$ cat config.mk
export PLATFORM = sky130hd
export DESIGN_NAME = touch_scan_ctrl
export DESIGN_NICKNAME = d
export VERILOG_FILES = /design/src/rtl/touch_scan_ctrl.sv
export SDC_FILE = /design/constraint.sdc
export NUM_CORES = 1
export LEC_CHECK = 0
export CORE_ASPECT_RATIO = 1.5
export CORE_MARGIN = 3
export CORE_UTILIZATION = 41
export DETAILED_ROUTE_END_ITERATION = 16
export PLACE_DENSITY = 0.7
export SLEW_MARGIN = 30
export SYNTH_ARGS = -nofsm -noshare
export SYNTH_HDL_FRONTEND = slang
export SYNTH_SLANG_ARGS = --single-unit
$ cat constraint.sdc
create_clock -name PCLK -period 4.95 [get_ports PCLK]
set_input_delay 0.99 -clock PCLK [delete_from_list [all_inputs] [get_ports PCLK]]
set_output_delay 0.99 -clock PCLK [all_outputs]
set_load 0.05 [all_outputs]
$ cat src/rtl/touch_scan_ctrl.sv
// 4-wire resistive touch-panel scanner: plate excitation, settle timing, ADC req/ack
// sampling with per-axis averaging, and pen-lift qualification of every coordinate.
module touch_scan_ctrl #(
  parameter int ADC_W    = 12,
  parameter int AVG_LOG2 = 2,
  parameter int SETTLE_W = 10
) (
  input  logic                PCLK,
  input  logic                PRESERN,
  input  logic                enable,
  input  logic                continuous,
  input  logic                start,
  input  logic [SETTLE_W-1:0] settle_cycles,
  input  logic                pen_down_n,
  output logic                drive_x,
  output logic                drive_y,
  output logic                adc_ch,
  output logic                adc_req,
  input  logic                adc_ack,
  input  logic [ADC_W-1:0]    adc_data,
  output logic [ADC_W-1:0]    x_out,
  output logic [ADC_W-1:0]    y_out,
  output logic                coord_valid,
  output logic                pen_up,
  output logic                busy,
  output logic [2:0]          dbg_state_o
);

  localparam int ACC_W = ADC_W + AVG_LOG2;
  localparam int CNT_W = AVG_LOG2 + 1;
  localparam logic [CNT_W-1:0] N_SAMPLES = CNT_W'(2 ** AVG_LOG2);

  typedef enum logic [2:0] {
    S_IDLE     = 3'd0,
    S_SETTLE_X = 3'd1,
    S_SAMPLE_X = 3'd2,
    S_SETTLE_Y = 3'd3,
    S_SAMPLE_Y = 3'd4,
    S_CHECK    = 3'd5,
    S_PUBLISH  = 3'd6
  } state_t;

  state_t               state_q, state_d;
  logic [SETTLE_W-1:0]  settle_q, settle_d;
  logic [CNT_W-1:0]     smp_q, smp_d;
  logic                 req_q, req_d;
  logic                 lift_q, lift_d;
  logic [ACC_W-1:0]     acc_x_q, acc_x_d;
  logic [ACC_W-1:0]     acc_y_q, acc_y_d;
  logic [ADC_W-1:0]     x_q, x_d;
  logic [ADC_W-1:0]     y_q, y_d;
  logic                 cv_q, cv_d;

  logic                 pen_s1_q, pen_s2_q;
  logic                 pen_prev_q;
  logic                 pen_up_q;
  logic                 pen_dn;
  logic                 enter_x;
  logic                 scanning;
  logic [SETTLE_W-1:0]  settle_load;

  // Synchroniser flops reset to "pen up" so a reset never looks like a touch.
  always_ff @(posedge PCLK or negedge PRESERN) begin
    if (!PRESERN) begin
      pen_s1_q   <= 1'b1;
      pen_s2_q   <= 1'b1;
      pen_prev_q <= 1'b0;
      pen_up_q   <= 1'b0;
    end else begin
      pen_s1_q   <= pen_down_n;
      pen_s2_q   <= pen_s1_q;
      pen_prev_q <= pen_dn;
      pen_up_q   <= enable & pen_prev_q & ~pen_dn;
    end
  end

  assign pen_dn      = ~pen_s2_q;
  assign settle_load = (settle_cycles == '0) ? SETTLE_W'(1) : settle_cycles;
  assign scanning    = (state_q == S_SETTLE_X) || (state_q == S_SAMPLE_X) ||
                       (state_q == S_SETTLE_Y) || (state_q == S_SAMPLE_Y);

  always_comb begin
    state_d  = state_q;
    settle_d = settle_q;
    smp_d    = smp_q;
    req_d    = req_q;
    lift_d   = lift_q;
    acc_x_d  = acc_x_q;
    acc_y_d  = acc_y_q;
    x_d      = x_q;
    y_d      = y_q;
    cv_d     = 1'b0;
    enter_x  = 1'b0;

    if (scanning && !pen_dn) begin
      lift_d = 1'b1;
    end

    case (state_q)
      S_IDLE: begin
        if (enable && pen_dn && (continuous || start)) begin
          state_d = S_SETTLE_X;
          enter_x = 1'b1;
        end
      end

      S_SETTLE_X, S_SETTLE_Y: begin
        settle_d = settle_q - SETTLE_W'(1);
        if (!enable) begin
          state_d = S_IDLE;
        end else if (settle_q == SETTLE_W'(1)) begin
          state_d = (state_q == S_SETTLE_X) ? S_SAMPLE_X : S_SAMPLE_Y;
          req_d   = 1'b1;
          smp_d   = '0;
        end
      end

      // req is held until ack even while disabled, so the ADC never sees a
      // withdrawn request; the sample taken during an abort is discarded.
      S_SAMPLE_X, S_SAMPLE_Y: begin
        if (req_q) begin
          if (adc_ack) begin
            req_d = 1'b0;
            if (!enable) begin
              state_d = S_IDLE;
            end else begin
              smp_d = smp_q + CNT_W'(1);
              if (state_q == S_SAMPLE_X) begin
                acc_x_d = acc_x_q + ACC_W'(adc_data);
              end else begin
                acc_y_d = acc_y_q + ACC_W'(adc_data);
              end
            end
          end
        end else if (!enable) begin
          state_d = S_IDLE;
        end else if (smp_q == N_SAMPLES) begin
          if (state_q == S_SAMPLE_X) begin
            state_d  = S_SETTLE_Y;
            settle_d = settle_load;
          end else begin
            state_d = S_CHECK;
          end
        end else begin
          req_d = 1'b1;
        end
      end

      S_CHECK: begin
        if (!enable || lift_q) begin
          state_d = S_IDLE;
        end else begin
          state_d = S_PUBLISH;
          x_d     = ADC_W'(acc_x_q >> AVG_LOG2);
          y_d     = ADC_W'(acc_y_q >> AVG_LOG2);
          cv_d    = 1'b1;
        end
      end

      S_PUBLISH: begin
        if (continuous && enable && pen_dn) begin
          state_d = S_SETTLE_X;
          enter_x = 1'b1;
        end else begin
          state_d = S_IDLE;
        end
      end

      default: begin
        state_d = S_IDLE;
        req_d   = 1'b0;
      end
    endcase

    if (enter_x) begin
      settle_d = settle_load;
      lift_d   = 1'b0;
      acc_x_d  = '0;
      acc_y_d  = '0;
    end
  end

  always_ff @(posedge PCLK or negedge PRESERN) begin
    if (!PRESERN) begin
      state_q  <= S_IDLE;
      settle_q <= '0;
      smp_q    <= '0;
      req_q    <= 1'b0;
      lift_q   <= 1'b0;
      acc_x_q  <= '0;
      acc_y_q  <= '0;
      x_q      <= '0;
      y_q      <= '0;
      cv_q     <= 1'b0;
    end else begin
      state_q  <= state_d;
      settle_q <= settle_d;
      smp_q    <= smp_d;
      req_q    <= req_d;
      lift_q   <= lift_d;
      acc_x_q  <= acc_x_d;
      acc_y_q  <= acc_y_d;
      x_q      <= x_d;
      y_q      <= y_d;
      cv_q     <= cv_d;
    end
  end

  assign drive_x     = (state_q == S_SETTLE_X) || (state_q == S_SAMPLE_X);
  assign drive_y     = (state_q == S_SETTLE_Y) || (state_q == S_SAMPLE_Y);
  assign adc_ch      = drive_y;
  assign adc_req     = req_q;
  assign x_out       = x_q;
  assign y_out       = y_q;
  assign coord_valid = cv_q;
  assign pen_up      = pen_up_q;
  assign busy        = (state_q != S_IDLE);
  assign dbg_state_o = state_q;

endmodule
==> impl_metrics.env, run 1 <==
# physical design summary
export IMPL_status="completed"
export IMPL_crit_arrival_ps=3620
export IMPL_area_growth_syn_to_layout_pct=21.46
export IMPL_logic_gates=368
export IMPL_drc=0
export IMPL_dr_wl_met2_mm=5.406
export IMPL_lay_top_cells="dfrtp_1, clkdlybuf4s50_1, nand2_1, nand3_1, ha_1"
export IMPL_yosys_most_used_dff="dfrtp_1"
export IMPL_grt_start_max_net_pins=76
export IMPL_initial_core_util_pct=42.09
export IMPL_hp_class="flip-flop to flip-flop"
export IMPL_finalNetCount=595
export IMPL_irDropWorstVdd_v=0.0002306
export IMPL_setup_viol=0
export IMPL_synth_xor_area_share_pct=2.635
export IMPL_place_ws_ps=1346
export IMPL_firstDrtPassIters=4
export IMPL_path_delay_family="AND-OR/OR-AND gates"
export IMPL_cts_setup_buffers=0
export IMPL_compound_area_share_pct=20.89
export IMPL_adder_share_pct=8.389
export IMPL_globalRouteMet3Util_pct=4.042
export IMPL_clockBufferDepth=2
export IMPL_setup_worst_path_end="settle_q[7]"
export IMPL_num_rows=47
export IMPL_final_setup_worst_slack_ps=1607
export IMPL_worst_path_stages=7
export IMPL_grt_pass1_wl_mm=18.89
export IMPL_cts_max_level=3
export IMPL_taps=147
export IMPL_cts_hold_buf=0
export IMPL_yosys_cells=484
export IMPL_fmax_mhz=299.1
export IMPL_r2r_setup_slack_ps=2100
export IMPL_yosys_warnings=0
export IMPL_ff2ff_path_depth=5
export IMPL_num_nonclk_buffers=64
export IMPL_total_power_uw=1728
export IMPL_mux_share_pct=7.771
export IMPL_hp_start="pen_s1_q"
export IMPL_fp_dieH_um=136.5
export IMPL_numCtsBuffers=9
export IMPL_cts_tree="done"
export IMPL_crit_slowest_cell="a2111o_1"
export IMPL_yosysTopAreaCell="dfrtp_1"
export IMPL_rsz0062_at_grt="false"
export IMPL_ff_count=75
export IMPL_tool_warnings=28
export IMPL_synth_most_common_cell="dfrtp_1"
[run 1: worst reg2reg max path, stage by stage, from the launching register on]
cell,delay [ps]
dfrtp_1,700
or2_1,280
a2111o_1,750
nand2_1,450
o41ai_1,440
a22o_1,180
[run 1: report_power, final]
group / internal [µW] / leakage, µW / switching, µW
Combinational: 145 / 0.00136 / 201
Clock: 386 / 0.000136 / 246
Sequential: 668 / 0.00101 / 82.9
Total: 1200 / 0.00251 / 530
[run 1: flip-flops by register name (all words and copies together) (netlist names)]
signal and cells:
acc_x_q 14, acc_y_q 14, adc_req 1, coord_valid 1, dbg_state_o 3, lift_q 1
pen_prev_q 1, pen_s1_q 1, pen_s2_q 1, pen_up 1, settle_q 10, smp_q 3
x_out 12, y_out 12
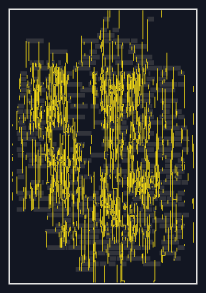
Run 1: metal 2
(2 px per µm)
nets with wire on the layer: 513
wire length on this layer: 5,410 µm
share of all routed wire: 48%
main direction: vertical
DRT Wirelength: 11.32 mm
DR vias: 3,900
met2 Use GR: 31.10%

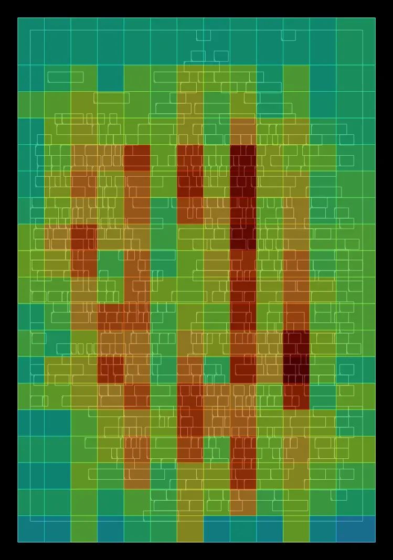
Run 1: routing congestion map
met1 GRT Util: 22.82%
busiest grt layer: met2
Routed wire per std cell: 16.47 µm

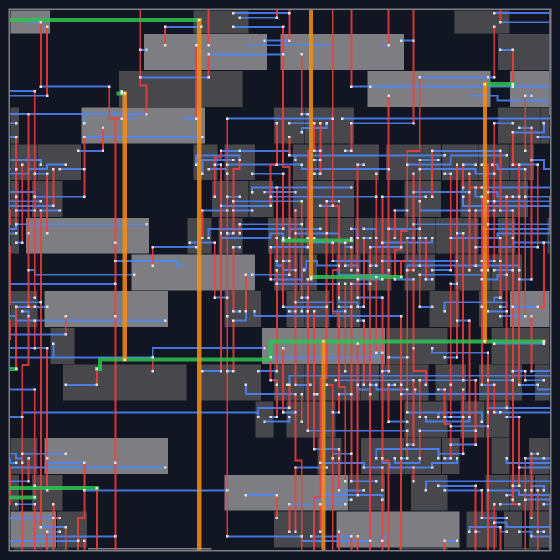
Run 1: close-up of the layout
Window x 26 to 66, y 76 to 116 µm. Cells in grey, sequential cells in the stronger grey; small squares are vias.
legend:
  red:
    layer: M2
  blue:
    layer: M1
  green:
    layer: M3
  orange:
    layer: M4
most frequent: dfrtp_1 (11)
cells with their middle in the window: 91
netlist names of flops here include: acc_x_q (6), settle_q (4)
sequential cells in the window: 11

Run 1, register map, names as in the netlist:
(3 px per µm)
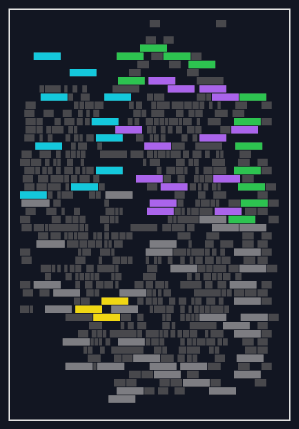

==> inputs of run 2 (changes only) <==
==> constraint.sdc (replaced) <==
create_clock -name PCLK -period 3.1 [get_ports PCLK]
set_input_delay 0.62 -clock PCLK [delete_from_list [all_inputs] [get_ports PCLK]]
set_output_delay 0.62 -clock PCLK [all_outputs]
set_load 0.05 [all_outputs]
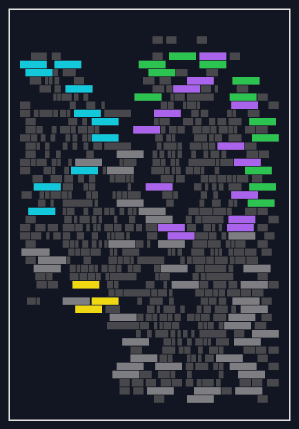
Run 2: register map, names as in the netlist
(3 px per µm)
legend:
  cyan:
    name_in_the_netlist: settle_q
    placed_flops: 10
  yellow:
    name_in_the_netlist: dbg_state_o
    placed_flops: 3
  purple:
    name_in_the_netlist: acc_x_q
    placed_flops: 14
  green:
    name_in_the_netlist: x_out
    placed_flops: 12
    where: top right
Seq. cell area: 0.001879 mm²
Layout Utilization: 51.74%
Seq power: 1180 µW
Seq/total area: 32.85%

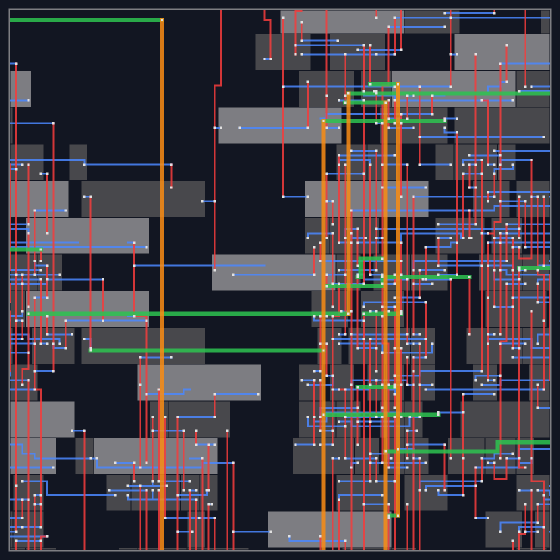
Run 2: close-up of the layout
Window x 26 to 66, y 76 to 116 µm. Cells in grey, sequential cells in the stronger grey; small squares are vias.
legend:
  orange:
    layer: M4
  green:
    layer: M3
  blue:
    layer: M1
  red:
    layer: M2
sequential cells in the window: 12
most frequent: dfrtp_1 (12), o21ai_0 (6)
cells with their middle in the window: 89
netlist names of flops here include: acc_x_q (5), settle_q (2), smp_q (2)

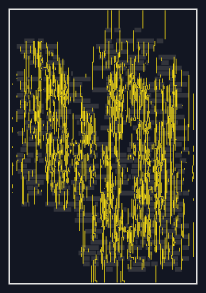
Run 2: metal 2
(2 px per µm)
share of all routed wire: 51%
longest straight run: 64.3 µm
nets with wire on the layer: 533
DRT Wirelength: 11.16 mm
met2 Use GR: 33.07%
DR vias: 3,964

==> run 2 against run 1 <==
Compared with the run above:
- non-clock buffer count rose by 7
- clock skew decreased by 1.5 ps
- area after synthesis unchanged
- global-route usage down 0.22 points
- core utilization up 0.62 points
- register-to-register slack got worse by 1200 ps
- routed wire length is 1.4% lower
- flip-flop count unchanged
- critical endpoint is now drive_y
- largest power group unchanged
==> impl_metrics.env, run 2 <==
# physical design summary
export IMPL_logic_gates=368
export IMPL_status="completed"
export IMPL_place_ws_ps=159.8
export IMPL_comb_power_uw=566
export IMPL_met1_usage_pct=21.00
export IMPL_area_growth_syn_to_layout_pct=22.94
export IMPL_syn_area_mm2=0.004653
export IMPL_startpoint="dbg_state_o[2]"
export IMPL_taps=147
export IMPL_finalCritPeriodShare_pct=91.89
export IMPL_power_share_clock_pct=36.8
export IMPL_grt_start_max_net_pins=76
export IMPL_setup_viol=0
export IMPL_slew_violations=0
export IMPL_irDropWorstVdd_v=0.0003063
export IMPL_skew_ps=6.792
export IMPL_ff2ff_path_depth=6
export IMPL_fmax_mhz=351.0
export IMPL_grt_overflow=0
export IMPL_layout_top_cell="dfrtp_1"
export IMPL_yosys_cells=484
export IMPL_power_internal_uw=1947
export IMPL_final_setup_worst_slack_ps=251.4
export IMPL_common_cells="dfrtp_1, nand2_1, ha_1, nand3_1, a21oi_1"
export IMPL_fp_dieH_um=136.5
export IMPL_num_nonclk_buffers=71
export IMPL_r2r_setup_slack_ps=870
export IMPL_maxPowerGroup="sequential cells"
export IMPL_initial_core_util_pct=42.09
export IMPL_switchingPower_uw=814.6
export IMPL_finalNetCount=602
export IMPL_avgSynthCellArea_um2=9.614
export IMPL_hp_class="primary input to asynchronous set/reset pin"
export IMPL_busiest_layer="met2"
export IMPL_antenna_cells=0
export IMPL_lay_top_cells="dfrtp_1, clkdlybuf4s50_1, nand2_1, nand3_1, ha_1"
export IMPL_synth_most_common_cell="dfrtp_1"
export IMPL_switching_share_pct=29.50
export IMPL_post_cts_resized=0
export IMPL_avgRoutedWirePerCell_um=16.05
export IMPL_mux_share_pct=7.771
export IMPL_required_ps=2480
export IMPL_io_buffers=62
export IMPL_tool_warnings=28
export IMPL_seqPwrFrac_pct=42.7
export IMPL_cts_max_level=3
export IMPL_synth_xor_area_share_pct=2.635
export IMPL_powerClk_uw=1020
export IMPL_combPwrFrac_pct=20.5
export IMPL_ys_area_mm2=0.004653
export IMPL_clockBufferDepth=2
export IMPL_dr_wl_met2_mm=5.634
export IMPL_crit_arrival_ps=2230
export IMPL_crit_buf_inv=1
export IMPL_ff_count=75
export IMPL_logic_area_mm2=0.002611
export IMPL_grt_pass1_wl_mm=18.82
export IMPL_crit_chain="nand2b_1 -> mux2i_2 -> clkdlybuf4s50_1"
export IMPL_crit_slowest_cell="clkdlybuf4s50_1"
export IMPL_adder_share_pct=8.389
export IMPL_die_area_mm2=0.01269
export IMPL_drc=0
export IMPL_yosysTopAreaCell="dfrtp_1"
export IMPL_worst_path_stages=3
export IMPL_num_rows=47
export IMPL_synth_distinct_cells=66
export IMPL_worst_pin_slew_ps=678.1
export IMPL_rsz0062_at_grt="false"
export IMPL_r2r_start="dbg_state_o[2]"
export IMPL_yosys_warnings=0
export IMPL_globalRouteMet3Util_pct=3.544
export IMPL_path_delay_family="buffers and inverters"
export IMPL_numCtsBuffers=9
export IMPL_firstDrtPassIters=4
export IMPL_cts_hold_buf=0
export IMPL_yosys_most_used_dff="dfrtp_1"
export IMPL_setup_worst_path_end="drive_y"
export IMPL_grt_pass1_vias=4034
export IMPL_cts_setup_buffers=0
export IMPL_compound_area_share_pct=20.89
export IMPL_drive_above_1_share_pct=10.95
export IMPL_top_regs="acc_x_q x14, acc_y_q x14"
export IMPL_cts_tree="done"
==> run 2: cell counts after synthesis <==
Identical to the previous run, type by type.
==> run 2: per-stage QoR <==
stage          util (%)  hold slack, ps  power, µW  instance area [µm²]
2_1_floorplan         -           324.4       1565                 4657
3_3_place_gp      49.09           347.9       1745                 5428
3_5_place_dp      49.09           347.9       1759                 5428
4_1_cts           51.71           356.3       2788                 5717
5_1_grt           51.74           362.9       2909                 5720
6_report          51.74           310.4       2762                 5720
==> run 2: cells by family after synthesis <==
family	after synthesis
AND/OR/NAND/NOR	148
AND-OR/OR-AND	143
flip-flops	75
buffers and inverters	41
multiplexers	33
adder cells (fa/ha/maj)	30
XOR/XNOR	14
==> inputs of run 3 (changes only) <==
--- a/config.mk
+++ b/config.mk
@@ -10,6 +10,7 @@
 export CORE_UTILIZATION = 41
 export DETAILED_ROUTE_END_ITERATION = 16
 export PLACE_DENSITY = 0.7
+export SKIP_LAST_GASP = 1
 export SLEW_MARGIN = 30
 export SYNTH_ARGS = -nofsm -noshare
 export SYNTH_HDL_FRONTEND = slang
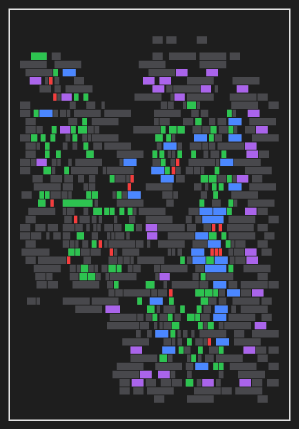
Run 3: gate-type map
(3 px per µm)
legend:
  green:
    family: aoi and oai cells
    cells: 106
    most_used: a21oi_1
  blue:
    family: fa/ha/maj cells
    cells: 30
    most_used: ha_1
  red:
    family: inv cells
    cells: 18
    most_used: inv_1
  purple:
    family: mux cells
    cells: 33
    most_used: mux2_2
    where: spread over the die

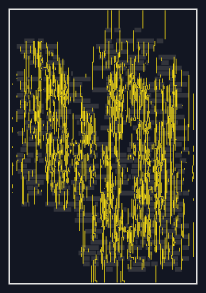
Run 3: metal 2
(2 px per µm)
longest straight run: 64.3 µm
wire length on this layer: 5,630 µm
nets with wire on the layer: 533
main direction: vertical
share of all routed wire: 51%

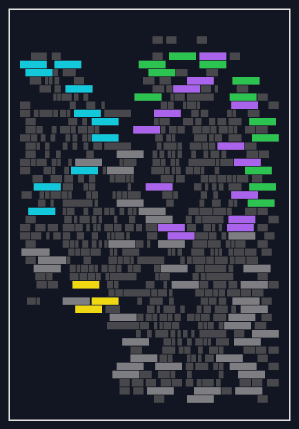
Run 3: register map, names as in the netlist
(3 px per µm)
legend:
  yellow:
    name_in_the_netlist: dbg_state_o
    placed_flops: 3
  purple:
    name_in_the_netlist: acc_x_q
    placed_flops: 14
  cyan:
    name_in_the_netlist: settle_q
    placed_flops: 10
  green:
    name_in_the_netlist: x_out
    placed_flops: 12
    where: top right

==> run 3 against run 2 <==
Compared with the run above:
- global-route usage is the same
- die area is the same
- first-iteration DRC count is the same
- clock-buffer cell count is the same
- non-clock buffer count is the same
- critical path depth is the same
- power is the same
- sequential share of layout area is the same
- register-to-register slack is essentially flat
- highest routed layer unchanged
- worst setup slack is the same
==> impl_metrics.env, run 3 <==
# physical design summary
export IMPL_status="completed"
export IMPL_num_nonclk_buffers=71
export IMPL_place_ws_ps=159.8
export IMPL_finalCritPeriodShare_pct=91.89
export IMPL_die_area_mm2=0.01269
export IMPL_initial_core_util_pct=42.09
export IMPL_grt_pass1_vias=4034
export IMPL_fp_dieH_um=136.5
export IMPL_power_internal_uw=1947
export IMPL_yosysTopAreaCell="dfrtp_1"
export IMPL_irDropWorstVdd_v=0.0003063
export IMPL_tool_warnings=28
export IMPL_path_delay_family="buffers and inverters"
export IMPL_yosys_warnings=0
export IMPL_grt_pass1_wl_mm=18.82
export IMPL_flop_area_mm2=0.001879
export IMPL_layout_top_cell="dfrtp_1"
export IMPL_switchingPower_uw=814.6
export IMPL_met1_usage_pct=21.00
export IMPL_num_vias=3964
export IMPL_final_setup_worst_slack_ps=251.4
export IMPL_avgRoutedWirePerCell_um=16.05
export IMPL_area_growth_syn_to_layout_pct=22.94
export IMPL_ff_count=75
export IMPL_yosys_most_used_dff="dfrtp_1"
export IMPL_synth_xor_area_share_pct=2.635
export IMPL_post_dp_cell_area_mm2=0.005428
export IMPL_sequentialPower_uw=1180
export IMPL_top_regs="acc_x_q x14, acc_y_q x14"
export IMPL_crit_slowest_cell="clkdlybuf4s50_1"
export IMPL_avgSynthCellArea_um2=9.614
export IMPL_logic_gates=368
export IMPL_postLayoutCellArea_mm2=0.005720
export IMPL_grt_overflow=0
export IMPL_switching_share_pct=29.50
export IMPL_clockBufferDepth=2
export IMPL_worst_path_stages=3
export IMPL_setup_worst_path_end="drive_y"
export IMPL_crit_chain="nand2b_1 -> mux2i_2 -> clkdlybuf4s50_1"
export IMPL_numCtsBuffers=9
export IMPL_cts_max_level=3
export IMPL_num_rows=47
export IMPL_synth_most_common_cell="dfrtp_1"
export IMPL_crit_buf_inv=1
export IMPL_io_buffers=62
export IMPL_post_cts_resized=0
export IMPL_setup_viol=0
export IMPL_final_util_pct=51.74
export IMPL_cts_tree="done"
export IMPL_r2r_start="dbg_state_o[2]"
export IMPL_ys_area_mm2=0.004653
export IMPL_powerClk_uw=1020
export IMPL_dr_wl_met2_mm=5.634
export IMPL_maxPowerGroup="sequential cells"
## run 3: cell counts in the layout (fill, tap and decap cells not counted)
Identical to the previous run, type by type.
## run 3: logic make-up after synthesis
| kind of cell | after synthesis |
|---|---|
| compound gates | 143 |
| simple gates | 148 |
| xor+xnor | 14 |
| mux | 33 |
| buf+inv | 41 |
| flops | 75 |
| fa+ha+maj | 30 |
## run 3: worst min path at each step
stage | startpoint | end | slack (ps)
after floorplan | PRESERN | acc_x_q[0] | 320
after global placement | pen_s1_q | pen_s2_q | 350
after CTS | pen_s1_q | pen_s2_q | 360
after detailed placement | pen_s1_q | pen_s2_q | 350
final | PRESERN | y_out[5] | 310
after global routing | pen_s1_q | pen_s2_q | 360
Power figures rest on the tool's default switching activity, not on a simulated workload.
